run_1/class_map.png
The bar under the picture is 50 um long. Fill, decap, tap and diode cells in gray.
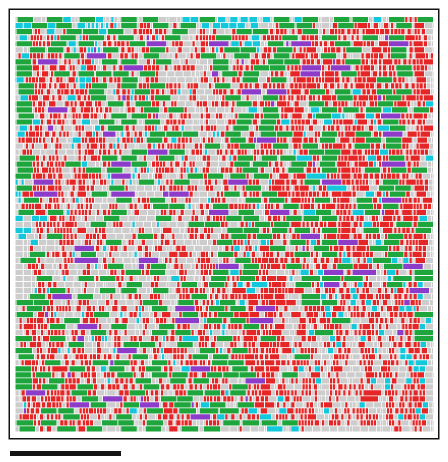
run_1/layers.png
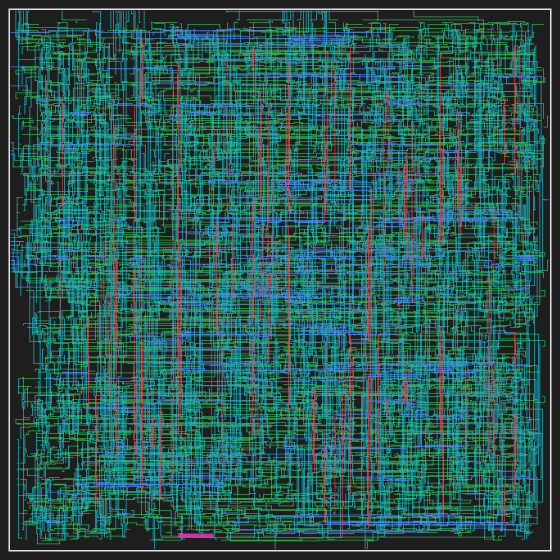
run_1/placed.png
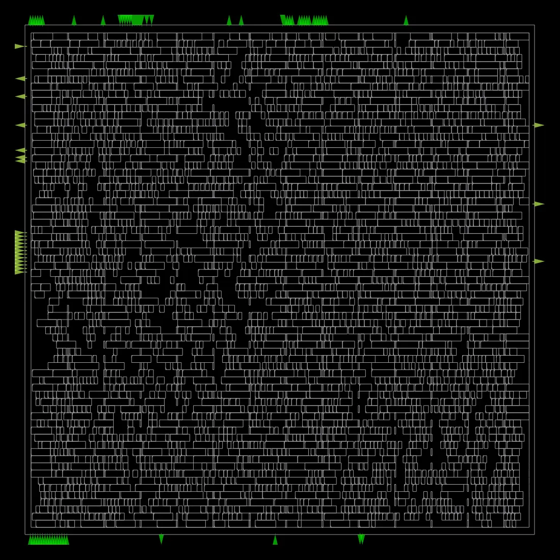
### src/rtl/pwm_bank.sv
// pwm_bank: multi-channel PWM generator behind an Avalon-MM slave, with a shared prescaler,
// edge/center alignment and double-buffered period/duty/mode that switch only at the period boundary.
// Optional INVERT register (idle level and output polarity) is built when PWM_BANK_INVERT_EN is defined.
module pwm_bank #(
  parameter int NUM_CHANNELS = 8,
  parameter int CNT_WIDTH    = 16,
  parameter int PRESC_WIDTH  = 16,
  parameter int ADDR_WIDTH   = 5
) (
  input  logic                    clk,
  input  logic                    reset_n,
  input  logic [ADDR_WIDTH-1:0]   address,
  input  logic                    write,
  input  logic [31:0]             writedata,
  input  logic                    read,
  output logic [31:0]             readdata,
  output logic [NUM_CHANNELS-1:0] pwm_out
);

  localparam logic [ADDR_WIDTH-1:0] ADDR_CTRL   = ADDR_WIDTH'(0);
  localparam logic [ADDR_WIDTH-1:0] ADDR_PERIOD = ADDR_WIDTH'(1);
  localparam logic [ADDR_WIDTH-1:0] ADDR_PRESC  = ADDR_WIDTH'(2);
  localparam logic [ADDR_WIDTH-1:0] ADDR_CYCLES = ADDR_WIDTH'(3);
`ifdef PWM_BANK_INVERT_EN
  // Top word of the map. With a completely full map this aliases the last
  // DUTY slot; a write then lands in both and a read returns INVERT.
  localparam logic [ADDR_WIDTH-1:0] ADDR_INVERT = '1;
`endif

  // Software-visible registers
  logic                   en_q, en_d;
  logic                   center_q, center_d;
  logic [CNT_WIDTH-1:0]   period_q, period_d;
  logic [PRESC_WIDTH-1:0] presc_q, presc_d;
  logic [31:0]            cycles_q, cycles_d;
  logic [CNT_WIDTH-1:0]   duty_q [NUM_CHANNELS];
  logic [CNT_WIDTH-1:0]   duty_d [NUM_CHANNELS];

  // Active copies used by the timebase and comparators
  logic                   center_act_q, center_act_d;
  logic [CNT_WIDTH-1:0]   period_act_q, period_act_d;
  logic [CNT_WIDTH-1:0]   duty_act_q [NUM_CHANNELS];
  logic [CNT_WIDTH-1:0]   duty_act_d [NUM_CHANNELS];

`ifdef PWM_BANK_INVERT_EN
  logic [NUM_CHANNELS-1:0] invert_q, invert_d;
  logic [NUM_CHANNELS-1:0] invert_act_q, invert_act_d;
`endif

  // Timebase and outputs
  logic [PRESC_WIDTH-1:0]  presc_cnt_q, presc_cnt_d;
  logic [CNT_WIDTH-1:0]    cnt_q, cnt_d;
  logic                    dir_q, dir_d;   // 1 = counting down (center mode)
  logic                    tick;
  logic                    boundary;
  logic [NUM_CHANNELS-1:0] pwm_q, pwm_d;
  logic [31:0]             readdata_q, readdata_d;
  logic [31:0]             rdata;

  assign readdata = readdata_q;
  assign pwm_out  = pwm_q;

  // Register writes: fields truncate to their width, unmapped addresses are ignored
  always_comb begin
    en_d     = en_q;
    center_d = center_q;
    period_d = period_q;
    presc_d  = presc_q;
    for (int i = 0; i < NUM_CHANNELS; i++) duty_d[i] = duty_q[i];
`ifdef PWM_BANK_INVERT_EN
    invert_d = invert_q;
`endif
    if (write) begin
      if (address == ADDR_CTRL) begin
        en_d     = writedata[0];
        center_d = writedata[1];
      end
      if (address == ADDR_PERIOD) period_d = writedata[CNT_WIDTH-1:0];
      if (address == ADDR_PRESC)  presc_d  = writedata[PRESC_WIDTH-1:0];
      for (int i = 0; i < NUM_CHANNELS; i++) begin
        if (address == ADDR_WIDTH'(4 + i)) duty_d[i] = writedata[CNT_WIDTH-1:0];
      end
`ifdef PWM_BANK_INVERT_EN
      if (address == ADDR_INVERT) invert_d = writedata[NUM_CHANNELS-1:0];
`endif
    end
  end

  // Prescaler and period counter; everything parks at zero while disabled
  always_comb begin
    presc_cnt_d = '0;
    cnt_d       = '0;
    dir_d       = 1'b0;
    tick        = 1'b0;
    boundary    = 1'b0;
    if (en_q) begin
      tick        = (presc_cnt_q == presc_q);
      presc_cnt_d = tick ? '0 : presc_cnt_q + 1'b1;
      cnt_d       = cnt_q;
      dir_d       = dir_q;
      if (tick) begin
        if (!center_act_q) begin
          if (cnt_q == period_act_q) begin
            boundary = 1'b1;
            cnt_d    = '0;
            dir_d    = 1'b0;
          end else begin
            cnt_d = cnt_q + 1'b1;
          end
        end else if (period_act_q == '0) begin
          boundary = 1'b1;
          cnt_d    = '0;
          dir_d    = 1'b0;
        end else if (dir_q) begin
          if (cnt_q == CNT_WIDTH'(1)) begin
            boundary = 1'b1;
            cnt_d    = '0;
            dir_d    = 1'b0;
          end else begin
            cnt_d = cnt_q - 1'b1;
          end
        end else begin
          // Direction turns on arrival at the top, so the peak belongs to the
          // down phase and a period is 0..P up, P-1..1 down = 2*P ticks.
          cnt_d = cnt_q + 1'b1;
          dir_d = (cnt_d == period_act_q);
        end
      end
    end
  end

  // Shadow-to-active transfer at the boundary (or continuously while disabled) and CYCLES
  always_comb begin
    center_act_d = center_act_q;
    period_act_d = period_act_q;
    for (int i = 0; i < NUM_CHANNELS; i++) duty_act_d[i] = duty_act_q[i];
`ifdef PWM_BANK_INVERT_EN
    invert_act_d = invert_act_q;
`endif
    cycles_d = cycles_q;
    // Uses the pre-write register values, so a write landing on the boundary
    // cycle waits for the following boundary.
    if (!en_q || boundary) begin
      center_act_d = center_q;
      period_act_d = period_q;
      for (int i = 0; i < NUM_CHANNELS; i++) duty_act_d[i] = duty_q[i];
`ifdef PWM_BANK_INVERT_EN
      invert_act_d = invert_q;
`endif
    end
    if (boundary) cycles_d = cycles_q + 32'd1;
    if (write && address == ADDR_CYCLES) cycles_d = '0;
  end

  // Comparators: the down phase compares inclusively so the high time is 2*duty ticks centred on cnt=0
  always_comb begin
    pwm_d = '0;
    for (int i = 0; i < NUM_CHANNELS; i++) begin
      pwm_d[i] = en_q & ((center_act_q & dir_q) ? (cnt_q <= duty_act_q[i])
                                                : (cnt_q <  duty_act_q[i]));
`ifdef PWM_BANK_INVERT_EN
      pwm_d[i] = pwm_d[i] ^ invert_act_q[i];
`endif
    end
  end

  // Read mux, registered for a fixed one-cycle latency; unmapped words read 0
  always_comb begin
    rdata = '0;
    if (address == ADDR_CTRL)   rdata[1:0]             = {center_q, en_q};
    if (address == ADDR_PERIOD) rdata[CNT_WIDTH-1:0]   = period_q;
    if (address == ADDR_PRESC)  rdata[PRESC_WIDTH-1:0] = presc_q;
    if (address == ADDR_CYCLES) rdata                  = cycles_q;
    for (int i = 0; i < NUM_CHANNELS; i++) begin
      if (address == ADDR_WIDTH'(4 + i)) rdata[CNT_WIDTH-1:0] = duty_q[i];
    end
`ifdef PWM_BANK_INVERT_EN
    if (address == ADDR_INVERT) begin
      rdata                    = '0;
      rdata[NUM_CHANNELS-1:0]  = invert_q;
    end
`endif
    readdata_d = read ? rdata : '0;
  end

  // State update with synchronous active-low reset
  always_ff @(posedge clk) begin
    if (!reset_n) begin
      en_q         <= 1'b0;
      center_q     <= 1'b0;
      period_q     <= '0;
      presc_q      <= '0;
      cycles_q     <= '0;
      center_act_q <= 1'b0;
      period_act_q <= '0;
      for (int i = 0; i < NUM_CHANNELS; i++) begin
        duty_q[i]     <= '0;
        duty_act_q[i] <= '0;
      end
`ifdef PWM_BANK_INVERT_EN
      invert_q     <= '0;
      invert_act_q <= '0;
`endif
      presc_cnt_q  <= '0;
      cnt_q        <= '0;
      dir_q        <= 1'b0;
      pwm_q        <= '0;
      readdata_q   <= '0;
    end else begin
      en_q         <= en_d;
      center_q     <= center_d;
      period_q     <= period_d;
      presc_q      <= presc_d;
      cycles_q     <= cycles_d;
      center_act_q <= center_act_d;
      period_act_q <= period_act_d;
      for (int i = 0; i < NUM_CHANNELS; i++) begin
        duty_q[i]     <= duty_d[i];
        duty_act_q[i] <= duty_act_d[i];
      end
`ifdef PWM_BANK_INVERT_EN
      invert_q     <= invert_d;
      invert_act_q <= invert_act_d;
`endif
      presc_cnt_q  <= presc_cnt_d;
      cnt_q        <= cnt_d;
      dir_q        <= dir_d;
      pwm_q        <= pwm_d;
      readdata_q   <= readdata_d;
    end
  end

endmodule
### config.mk
export PLATFORM = sky130hd
export DESIGN_NAME = pwm_bank
export DESIGN_NICKNAME = d
export VERILOG_FILES = /design/src/rtl/pwm_bank.sv
export SDC_FILE = /design/constraint.sdc
export NUM_CORES = 1
export LEC_CHECK = 0
export ABC_AREA = 1
export CAP_MARGIN = 20
export CORE_MARGIN = 2
export CORE_UTILIZATION = 60
export CTS_BUF_LIST = sky130_fd_sc_hd__clkbuf_16
export CTS_CLUSTER_SIZE = 30
export DETAILED_ROUTE_END_ITERATION = 8
export GPL_TIMING_DRIVEN = 0
export PLACE_DENSITY = 0.77
export SYNTH_ARGS = -nofsm -noshare
export SYNTH_HDL_FRONTEND = slang
export SYNTH_SLANG_ARGS = --single-unit
### constraint.sdc
create_clock -name clk -period 2.3 [get_ports clk]
set_input_delay 0.345 -clock clk [delete_from_list [all_inputs] [get_ports clk]]
set_output_delay 0.345 -clock clk [all_outputs]
set_load 0.02 [all_outputs]
==> ci_impl_report.md, run 1 <==
### Metrics collected by this job

| Metric | Value |
|---|---|
| Top post-synthesis cells by count | 543 x nand2_1, 466 x nor2_1, 412 x dfxtp_1 |
| Leak Pwr | 10.0 nW |
| Largest net degree at the start of global routing | 15 |
| Initial DRC Count | 2443 |
| Routed wl met3 | 8.77 mm |
| Post-CTS sizing | 71 |
| Clk_buf instances | 46 |
| Post-route setup slack | -0.0805 ns |
| Post-DP Area | 0.0226 sq mm |
| Total GRT Usage | 0.415 |
| Rel. slew slack | 0.181 |
| YS warnings | 0 |
| Highest-delay cell along the critical path | nor4_1 |
| Crit path from | dir_q$_SDFFE_PN0P_ |
| Power Density | 630 mW/mm^2 |
| Routed met2 length | 34.0 mm |
| Final hold vios | 0 |
| Max power group | clock |
| DRT Pass-1 Iters | 6 |
| Sw frac | 0.246 |
| Depth of the CTS H-tree | 2 |
| Met1 GRT Util | 0.560 |
| Comb pwr share | 0.061 |
| Int Pwr | 11.9 mW |
| Port Buffers | 49 |
| Post-Synthesis Cells | 3098 |
| Mux frac, synth | 0 |
| Fraction of layout cells with a size suffix above 1 | 0.119 |
| Met2 usage | 0.634 |
| Fin crit period | 2.38 ns |
| Hold Path Sink | duty_q[0][63]$_SDFFE_PN0P_ |
| AND-OR/OR-AND Cells, Area Fraction | 0.154 |
| Sw power | 3.89 mW |
| Total grt overflow | 0 |
| Clk. pwr | 7.60 mW |
| Ys flops | 412 |
| Status | finished with violations |
| Post-route ant nets | 0 |
| Global-route wire length before repair | 120 mm |
| Worst hold path class | in -> reg |
| Sequential power share | 0.458 |
| Mapped Area | 0.0215 sq mm |
| Count of library flops with an enable pin | 0 |
| Combinational power | 0.963 mW |
| DRC | 0 |
| Combinational share of cell area | 0.455 |
| Comb gate area | 0.0114 sq mm |
| Total design power | 15.8 mW |
| Top cell excl fill/tap | nand2_1 |
| CP endpoint | pwm_out[3]$_SDFF_PN0_ |
| Grt met3 use | 0.0798 |
| Hold_sp | writedata[15] |
| Clock Latency Late Sink | 0.59 ns |
| Top area contributor share | 0.383 |
| Yosys cell count | 3098 |
| DR top layer | met5 |
| FF-to-FF setup slack | -0.08 ns |
| Clock Skew | 0.0249 ns |
| Kind of end point of the critical path | flip-flop |
| Clock power share | 0.481 |
| Crit path arrival time | 2.80 ns |
| Failing checks | negative setup slack |
| Chip width | 193 um |
| Pre-CTS WS | -1.08 ns |
| Starting Density | 0.607 |
| Antenna Cells | 0 |
| Via density | 5.93 |
| Root Driver | clkbuf_16 |
| Worst-path cell chain | clkbuf_1 -> nand2_2 -> nor4_1 -> nand2_1 -> a21oi_1 |
| Buffering overhead | 0.0756 |
| Final setup fails | 7 |
| Setup crit start kind | flip-flop |
| Worst path top cell family by delay | simple AND/OR/NAND/NOR gates |
| Area leader, netlist | dfxtp_1 |
| Clock Sinks | 412 |
| Total Wirelength | 79.8 mm |
| Worst EP required | 2.72 ns |
| Slew Viols, Final | 0 |
| Top class by area | multi-input combinational cells |
| Post-layout nets | 3423 |
| Worst Hold Path Cells | 3 |
| Tcrit/Tclk final | 1.04 |
| Top cells excl fill/tap | 531 x nand2_1, 437 x nor2_1, 374 x dfxtp_1, 318 x inv_1, 308 x o21ai_0 |
| Non-clk bufs | 266 |
| Row count | 69 |
| Crit-path max cell delay | 0.47 ns |
| Yosys simple share | 0.267 |
| Seq pwr | 7.24 mW |
| Final instance area | 0.0251 sq mm |
## Picture notes: class_map.png
| class | color | cells | share of their area |
|---|---|---|---|
| clock drivers and dummy loads | purple | 84 | 6.3% |
| remaining buffers and delay cells | cyan | 266 | 7.7% |
| remaining logic cells | red | 2524 | 52% |
| sequential cells | green | 412 | 34% |

## Picture notes: layers.png
| layer | color | wire length |
|---|---|---|
| M4 | red | 4870 um |
| M5 | magenta | 11.0 um |
| M3 | blue | 8770 um |
| M2 | cyan | 34.0 mm |
| M1 | green | 32.1 mm |

## Picture notes: placed.png
Flops: 412
Final Util: 0.707
core outline area: 0.0355 sq mm

==> run 1 -> run 2 <==
--- a/config.mk
+++ b/config.mk
@@ -6,7 +6,6 @@
 export NUM_CORES = 1
 export LEC_CHECK = 0
 export ABC_AREA = 1
-export CAP_MARGIN = 20
 export CORE_MARGIN = 2
 export CORE_UTILIZATION = 60
 export CTS_BUF_LIST = sky130_fd_sc_hd__clkbuf_16
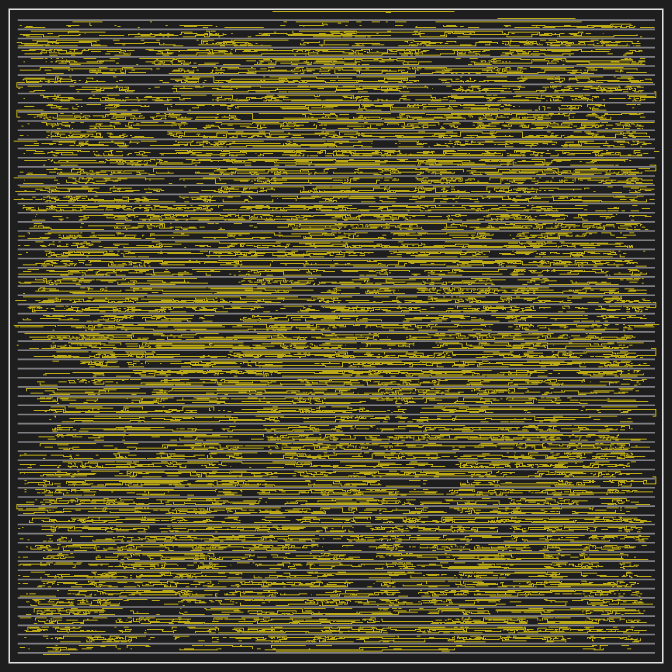
run_2/m1.png
Supply wires on this layer in gray.
wire length on this layer: 32.1 mm
share of all routed wire: 40%

==> ci_impl_report.md, run 2 <==
### Metrics collected by this job

| Metric | Value |
|---|---|
| Pre-CTS WS | -1.08 ns (unchanged) |
| Slew Viols, Final | 0 (unchanged) |
| Row count | 69 (unchanged) |
| DR top layer | met5 |
| Post-layout nets | 3423 (unchanged) |
| Final setup fails | 7 (unchanged) |
| Comb pwr share | 0.061 (about the same) |
| Leak Pwr | 10.0 nW (unchanged) |
| Met1 GRT Util | 0.560 (unchanged) |
| Worst EP required | 2.72 ns (about the same) |
| Yosys cell count | 3098 (unchanged) |
| Post-route setup slack | -0.0805 ns (unchanged) |
| Total grt overflow | 0 (unchanged) |
| Via density | 5.93 (unchanged) |
| Crit path arrival time | 2.80 ns (about the same) |
| Crit path from | dir_q$_SDFFE_PN0P_ |
| Post-synthesis sequential area ratio | 0.383 |
| Comb gate area | 0.0114 sq mm (unchanged) |
| Post-route ant nets | 0 (unchanged) |
| Post-Synthesis Cells | 3098 (unchanged) |
| Clk_buf instances | 46 (unchanged) |
| Depth of the CTS H-tree | 2 (unchanged) |
| Ys flops | 412 (unchanged) |
| Seq pwr | 7.24 mW (about the same) |
| Worst r2r dst | pwm_out[3]$_SDFF_PN0_ |
| Worst-path cell chain | clkbuf_1 -> nand2_2 -> nor4_1 -> nand2_1 -> a21oi_1 |
| Fraction of layout cells with a size suffix above 1 | 0.119 (unchanged) |
| Xor+xnor area frac | 0.0232 |
| YS warnings | 0 (unchanged) |
| Sw frac | 0.246 (unchanged) |
| Count of library flops with an enable pin | 0 (unchanged) |
| Worst hold path class | in -> reg |
| Fin crit period | 2.38 ns (unchanged) |
| Largest net degree at the start of global routing | 15 (unchanged) |
| Combinational power | 0.963 mW (about the same) |
| Post-DP Area | 0.0226 sq mm (unchanged) |
| Int Pwr | 11.9 mW (unchanged) |
| Mux frac, synth | 0 (unchanged) |
| Area leader, netlist | dfxtp_1 |
| Worst Hold Path Cells | 3 (unchanged) |
| FF-to-FF setup slack | -0.08 ns (about the same) |
| Final instance area | 0.0251 sq mm (unchanged) |
| Total design power | 15.8 mW (unchanged) |
| Final Util | 0.707 (unchanged) |
| CP endpoint | pwm_out[3]$_SDFF_PN0_ |
| DRC | 0 (unchanged) |
| Combinational share of cell area | 0.455 (unchanged) |
| Hold Path Sink | duty_q[0][63]$_SDFFE_PN0P_ |
| Clock Latency Late Sink | 0.59 ns (about the same) |
| Grt met3 use | 0.0798 (unchanged) |
| Total Wirelength | 79.8 mm (unchanged) |
| Status | finished with violations |
| Power Density | 630 mW/mm^2 (unchanged) |
| Sequential power share | 0.458 (about the same) |
| Peak VDD IR | 0.754 mV |
| Global-route wire length before repair | 120 mm (unchanged) |
| Top cells excl fill/tap | 531 x nand2_1, 437 x nor2_1, 374 x dfxtp_1, 318 x inv_1, 308 x o21ai_0 |
| Routed met2 length | 34.0 mm (unchanged) |
| Port Buffers | 49 (unchanged) |
| Tcrit/Tclk final | 1.04 (unchanged) |
| Clock power share | 0.481 (about the same) |
| Yosys simple share | 0.267 (unchanged) |
| Sw power | 3.89 mW (unchanged) |
| Rel. slew slack | 0.181 (unchanged) |
| Chip width | 193 um (unchanged) |
| Final hold vios | 0 (unchanged) |
| Setup crit start kind | flip-flop |
| Total GRT Usage | 0.415 (unchanged) |
| Flops | 412 (unchanged) |
| Mapped Area | 0.0215 sq mm (unchanged) |
| Routed wl met3 | 8.77 mm (unchanged) |
| Post-CTS sizing | 71 (unchanged) |
| DRT Pass-1 Iters | 6 (unchanged) |
| Crit-path max cell delay | 0.47 ns (about the same) |
| Clock Skew | 0.0249 ns (unchanged) |
| Failing checks | negative setup slack |
| Worst path top cell family by delay | simple AND/OR/NAND/NOR gates |
| Top cell excl fill/tap | nand2_1 |
| Clock Sinks | 412 (unchanged) |
| Clk. pwr | 7.60 mW (about the same) |
| Core outline area | 0.0355 sq mm (unchanged) |
| Kind of end point of the critical path | flip-flop |
| Top class by area | multi-input combinational cells |
| Antenna Cells | 0 (unchanged) |
| Max power group | clock |
| Buffering overhead | 0.0756 (unchanged) |
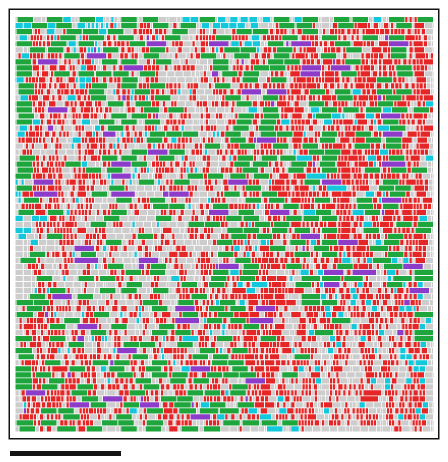
run_2/class_map.png
The bar under the picture is 50 um long. Fill, decap, tap and diode cells in gray.
| class | color | cells | share of their area |
|---|---|---|---|
| remaining logic cells | red | 2524 | 52% |
| clock drivers and dummy loads | purple | 84 | 6.3% |
| sequential cells | green | 412 | 34% |
| remaining buffers and delay cells | cyan | 266 | 7.7% |

Power figures rest on the tool's default switching activity, not on a simulated workload.
